**Sequential cells coloured by netlist name**

Bar = 20 microns. Other sequential cells in the stronger grey, the rest of the logic in the fainter grey.
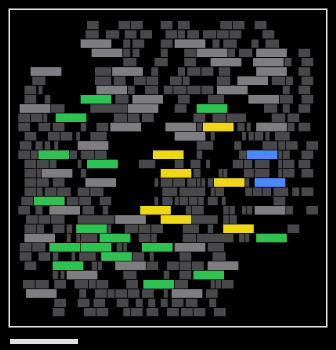
**The clock network**

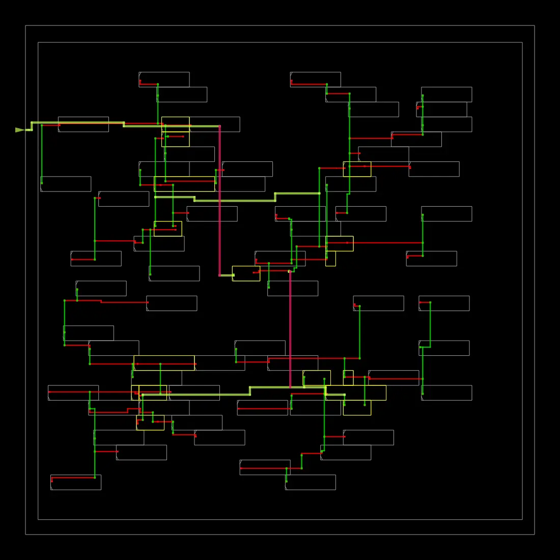
**Close-up of the layout**

Window x 55 to 85, y 8 to 38 microns. Cells in grey, sequential cells in the stronger grey; small squares are vias.
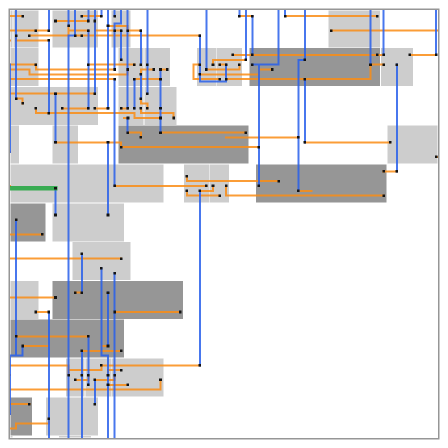
**Clock distribution**

Bar = 20 microns.
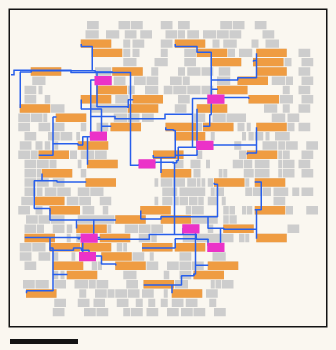
**Sizing map**

Bar = 20 microns.
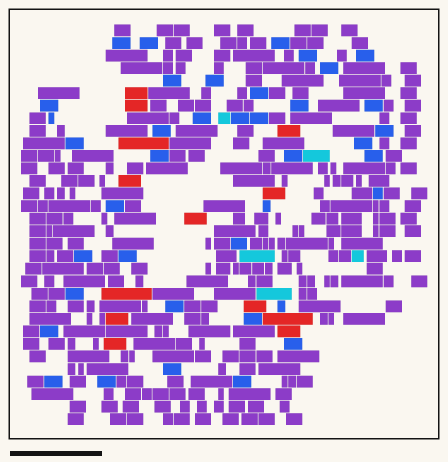
### src/rtl/lc3_mem_seq_pkg.sv
// Shared types for the LC-3 memory-access sequencer: op encodings, op enum,
// sequencer state enum and small op-decoding helpers.
package lc3_pkg;

    localparam logic [1:0] OP_READ      = 2'b00;
    localparam logic [1:0] OP_WRITE     = 2'b01;
    localparam logic [1:0] OP_READ_IND  = 2'b10;
    localparam logic [1:0] OP_WRITE_IND = 2'b11;

    typedef enum logic [1:0] {
        MEM_READ      = OP_READ,
        MEM_WRITE     = OP_WRITE,
        MEM_READ_IND  = OP_READ_IND,
        MEM_WRITE_IND = OP_WRITE_IND
    } mem_op_t;

    typedef enum logic [1:0] {
        S_IDLE = 2'd0,
        S_PTR  = 2'd1,
        S_ACC  = 2'd2,
        S_FIN  = 2'd3
    } mem_seq_state_t;

    // Bit 1 selects the indirect forms, bit 0 selects the write forms.
    function automatic logic op_is_ind(input mem_op_t o);
        return o[1];
    endfunction

    function automatic logic op_is_write(input mem_op_t o);
        return o[0];
    endfunction

endpackage

### src/rtl/lc3_mem_seq_timer.sv
// Wait-state counter for one memory access; expired is high once TIMEOUT-1
// wait cycles have been counted, so the next unanswered cycle aborts.
module mem_wait_timer #(
    parameter int TIMEOUT = 64
) (
    input  logic CLK,
    input  logic RESET,
    input  logic clr,
    input  logic en,
    output logic expired
);

    generate
        if (TIMEOUT == 0) begin : g_off
            assign expired = 1'b0;
        end else begin : g_on
            localparam int CW = $clog2(TIMEOUT + 1);
            localparam logic [CW-1:0] LAST = CW'(TIMEOUT - 1);

            logic [CW-1:0] cnt_q, cnt_d;

            // Saturates at LAST; the sequencer leaves PTR/ACC on that cycle anyway.
            always_comb begin
                cnt_d = cnt_q;
                if (clr) begin
                    cnt_d = '0;
                end else if (en && (cnt_q != LAST)) begin
                    cnt_d = cnt_q + 1'b1;
                end
            end

            always_ff @(posedge CLK or posedge RESET) begin
                if (RESET) begin
                    cnt_q <= '0;
                end else begin
                    cnt_q <= cnt_d;
                end
            end

            assign expired = (cnt_q == LAST);
        end
    endgenerate

endmodule

### src/rtl/lc3_mem_seq.sv
// LC-3 memory-access sequencer: runs READ/WRITE and pointer-then-data indirect
// accesses as one request/done handshake with wait-state timeout.
module lc3_mem_seq
    import lc3_pkg::*;
#(
    parameter int DATA_W  = 16,
    parameter int ADDR_W  = 16,
    parameter int TIMEOUT = 64
) (
    input  logic                  CLK,
    input  logic                  RESET,
    input  logic                  req,
    input  logic [1:0]            op,
    input  logic [ADDR_W-1:0]     addr,
    input  logic [DATA_W-1:0]     wdata,
    output logic                  busy,
    output logic                  done,
    output logic                  err,
    output logic [DATA_W-1:0]     rdata,
    output logic [ADDR_W-1:0]     mem_addr,
    output logic [DATA_W-1:0]     mem_wdata,
    output logic                  CS,
    output logic                  WE,
    input  logic [DATA_W-1:0]     mem_rdata,
    input  logic                  READY,
    output mem_seq_state_t        dbg_state
);

    mem_seq_state_t    state_q, state_d;
    mem_op_t           op_q, op_d;
    logic [ADDR_W-1:0] addr_q, addr_d;
    logic [DATA_W-1:0] wdata_q, wdata_d;
    logic [DATA_W-1:0] rdata_q, rdata_d;
    logic              err_q, err_d;
    logic              accept;
    logic              in_mem;
    logic              expired;

    assign in_mem = (state_q == S_PTR) || (state_q == S_ACC);

    mem_wait_timer #(.TIMEOUT(TIMEOUT)) u_timer (
        .CLK     (CLK),
        .RESET   (RESET),
        .clr     (accept || ((state_q == S_PTR) && READY)),
        .en      (in_mem && !READY),
        .expired (expired)
    );

    always_comb begin
        state_d = state_q;
        op_d    = op_q;
        addr_d  = addr_q;
        wdata_d = wdata_q;
        rdata_d = rdata_q;
        err_d   = err_q;
        accept  = 1'b0;
        case (state_q)
            S_IDLE: begin
                if (req) begin
                    accept  = 1'b1;
                    op_d    = mem_op_t'(op);
                    addr_d  = addr;
                    wdata_d = wdata;
                    err_d   = 1'b0;
                    state_d = op_is_ind(mem_op_t'(op)) ? S_PTR : S_ACC;
                end
            end
            S_PTR: begin
                if (READY) begin
                    // The fetched pointer replaces the address for the data access.
                    addr_d  = mem_rdata[ADDR_W-1:0];
                    state_d = S_ACC;
                end else if (expired) begin
                    err_d   = 1'b1;
                    state_d = S_FIN;
                end
            end
            S_ACC: begin
                if (READY) begin
                    if (!op_is_write(op_q)) begin
                        rdata_d = mem_rdata;
                    end
                    state_d = S_FIN;
                end else if (expired) begin
                    err_d   = 1'b1;
                    state_d = S_FIN;
                end
            end
            S_FIN:   state_d = S_IDLE;
            default: state_d = S_IDLE;
        endcase
    end

    always_ff @(posedge CLK or posedge RESET) begin
        if (RESET) begin
            state_q <= S_IDLE;
            op_q    <= MEM_READ;
            addr_q  <= '0;
            wdata_q <= '0;
            rdata_q <= '0;
            err_q   <= 1'b0;
        end else begin
            state_q <= state_d;
            op_q    <= op_d;
            addr_q  <= addr_d;
            wdata_q <= wdata_d;
            rdata_q <= rdata_d;
            err_q   <= err_d;
        end
    end

    // Every output is a decode of registered state, so nothing depends on READY or req.
    assign CS        = in_mem;
    assign WE        = (state_q == S_ACC) && op_is_write(op_q);
    assign mem_addr  = in_mem ? addr_q : '0;
    assign mem_wdata = WE ? wdata_q : '0;
    assign busy      = (state_q != S_IDLE);
    assign done      = (state_q == S_FIN);
    assign err       = (state_q == S_FIN) && err_q;
    assign rdata     = rdata_q;
    assign dbg_state = state_q;

endmodule

### config.mk
export PLATFORM = sky130hd
export DESIGN_NAME = lc3_mem_seq
export DESIGN_NICKNAME = d
export VERILOG_FILES = /design/src/rtl/lc3_mem_seq_pkg.sv /design/src/rtl/lc3_mem_seq_timer.sv /design/src/rtl/lc3_mem_seq.sv
export SDC_FILE = /design/constraint.sdc
export NUM_CORES = 1
export LEC_CHECK = 0
export CELL_PAD_IN_SITES_DETAIL_PLACEMENT = 0
export CELL_PAD_IN_SITES_GLOBAL_PLACEMENT = 1
export CORE_MARGIN = 2
export CORE_UTILIZATION = 36
export DETAILED_ROUTE_END_ITERATION = 8
export PLACE_DENSITY = 0.89
export SKIP_LAST_GASP = 1
export SYNTH_ARGS = -nofsm -noshare
export SYNTH_HDL_FRONTEND = slang
export SYNTH_SLANG_ARGS = --single-unit
export TNS_END_PERCENT = 20
### constraint.sdc
create_clock -name CLK -period 4.7 [get_ports CLK]
set_input_delay 0.705 -clock CLK [delete_from_list [all_inputs] [get_ports CLK]]
set_output_delay 0.705 -clock CLK [all_outputs]
set_load 0.05 [all_outputs]
==> out/results.tsv <==
metric	value	unit
path_max_fanout	22	
die-area	8620	sq um
cp_num_buf_inv	2	
rsz0062_at_grt	no	
hpwl	4.81	mm
worstMarginPinSlew	1150	ps
nets	414	
syn_area_per_cell	11.6	sq um
die-width	92.8	microns
holdCritStartpoint	wdata_q[11]	
coreArea	7690	sq um
min_to	wdata_q[11]	
critical_path_required	3990	ps
antenna_left	0	
drt_first_pass_iters	4	
wl_per_cell	14.9	microns
slowest_stage	clkdlybuf4s50_1	
max_slew_margin	22.9	%
rr_endpoint	addr_q[5]	
hold_depth	1	
fillers	701	
finalHoldViolations	0	
status	complete, no violations	
port_buffers	108	
wirelength	6.86	mm
area_leaders	dfrtp_1 (52%), mux2_2 (13%), mux2i_1 (6.0%), and2_1 (4.0%), and3_1 (3.5%)	
synthFlopType	dfrtp_1	
drive_gt1_share	15.9	%
ys_cells	245	
ff2ff_path_depth	6	
crit_chain	inv_1 > ha_1 > and2_1 > clkdlybuf4s50_1	
grt_pass1_vias	2432	
log.warning_count	30	
grt_use_met2	28.0	%
htreeDepth	3	
ctsResizeCount	0	
grt_pass1_wl	11.6	mm
cts_tree	yes	
grt_max_degree	33	
edf_count	0	
synth_area	2840	sq um
overflow	0	
start_kind	register	
fp_util	37.0	%
cts_setup_buffers	0	
diodes	0	
finalSetupTns	0	ps
crit_type	register to output port	
finalMaxSlewViolations	0	
critPathMaxStageDelay	810	ps
critPathArrivalTime	2630	ps
r2r_slack	2240	ps
min_period_over_period	71.1	%
die_h	92.8	microns
antenna_found_initial	0	
syn_inst	245	
cts_root_buffer	clkbuf_8	
max_freq	299	MHz
Notes on 'sequential cells coloured by netlist name' above:
Key: dbg_state = blue [flops 2]; addr_q = green [flops 16]; u_timer.g_on.cnt_q = yellow [flops 7, where middle]
Another 34 sequential cells are not coloured.
Final Core Density: 55.3%
FF/Latch Area: 1480 sq um

Notes on 'the clock network' above:
worst skew pair latency: 330 ps
Clock Sinks: 59
CTS buffer count: 9
Seq Cell Count: 59

Notes on 'close-up of the layout' above:
Key: met2 = blue; met1 = orange; met3 = green
Netlist names of flops here include addr_q (2). Sequential cells in the window: 5. Most frequent: dfrtp_1 (5). 30 logic cells have their middle in the window.

Notes on 'clock distribution' above:
Key: clock wires = blue [length 781 microns]; cells driving clock nets = magenta [count 9]; flip-flops = orange [count 59]
There are 10 routed clock nets.
Worst Skew: 4.26 ps

Notes on 'sizing map' above:
Key: drive 3 to 4 = cyan [cells 5, share 1.4%]; drive 6 and up = red [cells 13, share 3.6%]; drive 2 = blue [cells 39, share 11%]; drive 1 or less = purple [cells 302, share 84%]
post-route cell area: 4250 sq um
PnR worst setup slack: 1360 ps
Non-CTS buffers: 110
Syn-to-layout area delta: 49.6%

## routing by layer
layer  part of all wire (%)  wire, microns
met1                     43           2940
met4                   0.92             63
met3                    6.2            425
met5                      0              0
met2                     50           3430
## worst max-delay path by stage
stage               slack [ps]  cells past startpoint      endpoint
floorplan                 1580                      5  mem_addr[10]
global placement          1790                      4  mem_addr[14]
detailed placement        1720                      4   mem_addr[5]
CTS                       1340                      4  mem_addr[10]
global route              1190                      4  mem_addr[10]
finish                    1360                      4  mem_addr[10]
## cells by family (layout without fill, tap and decap cells)
group / after synthesis / count (layout) / share of synthesized area, %
muxes: 50 / 50 / 19.1
and+or+nand+nor: 80 / 80 / 16.2
buffers and inverters: 17 / 131 / 2.64
DFF: 59 / 59 / 52.0
xor gates and xnor gates: 2 / 2 / 0.617
adders and majority gates: 6 / 6 / 2.64
AOI/OAI and AO/OA: 31 / 31 / 6.87
## layout make-up
class,instances,area [sq um],share of cell area [%]
clock buffers,11,141,3.33
clock inverters,5,100,2.36
inverters,5,18.8,0.442
multi-input cells,169,1290,30.4
flip-flops and latches,59,1480,34.7
well taps,102,128,3.00
repair buffers,110,1100,25.8
## through the flow
step	setup WS (ps)	hold slack, ps	instances	area (sq um)
after floorplan	1580	471	245	2840
after global placement	1790	478	445	4010
after detailed placement	1720	484	445	4010
after CTS	1340	499	461	4250
after global routing	1190	512	461	4250
final	1360	498	461	4250
## cell usage in the layout, fill, tap and decap left out, types with 2 or more instances in the layout
cell type,count
mux2i_1,17
nor2_1,26
dfrtp_1,59
and3_1,16
xor2_1,2
mux2_2,33
ha_1,6
clkdlybuf4s50_1,108
buf_4,2
clkbuf_8,10
and2_1,18
clkinv_2,2
o31ai_1,3
o21ai_0,2
bufinv_16,3
nand2_1,4
nor2b_1,2
nand2b_1,2
a21oi_1,19
nand3_1,3
inv_1,3
## registers in the layout, summed over array words and instances (netlist names)
register	flops
addr_q	16
u_timer.g_on.cnt_q	7
rdata	16
op_q	1
err_q	1
dbg_state	2
wdata_q	16
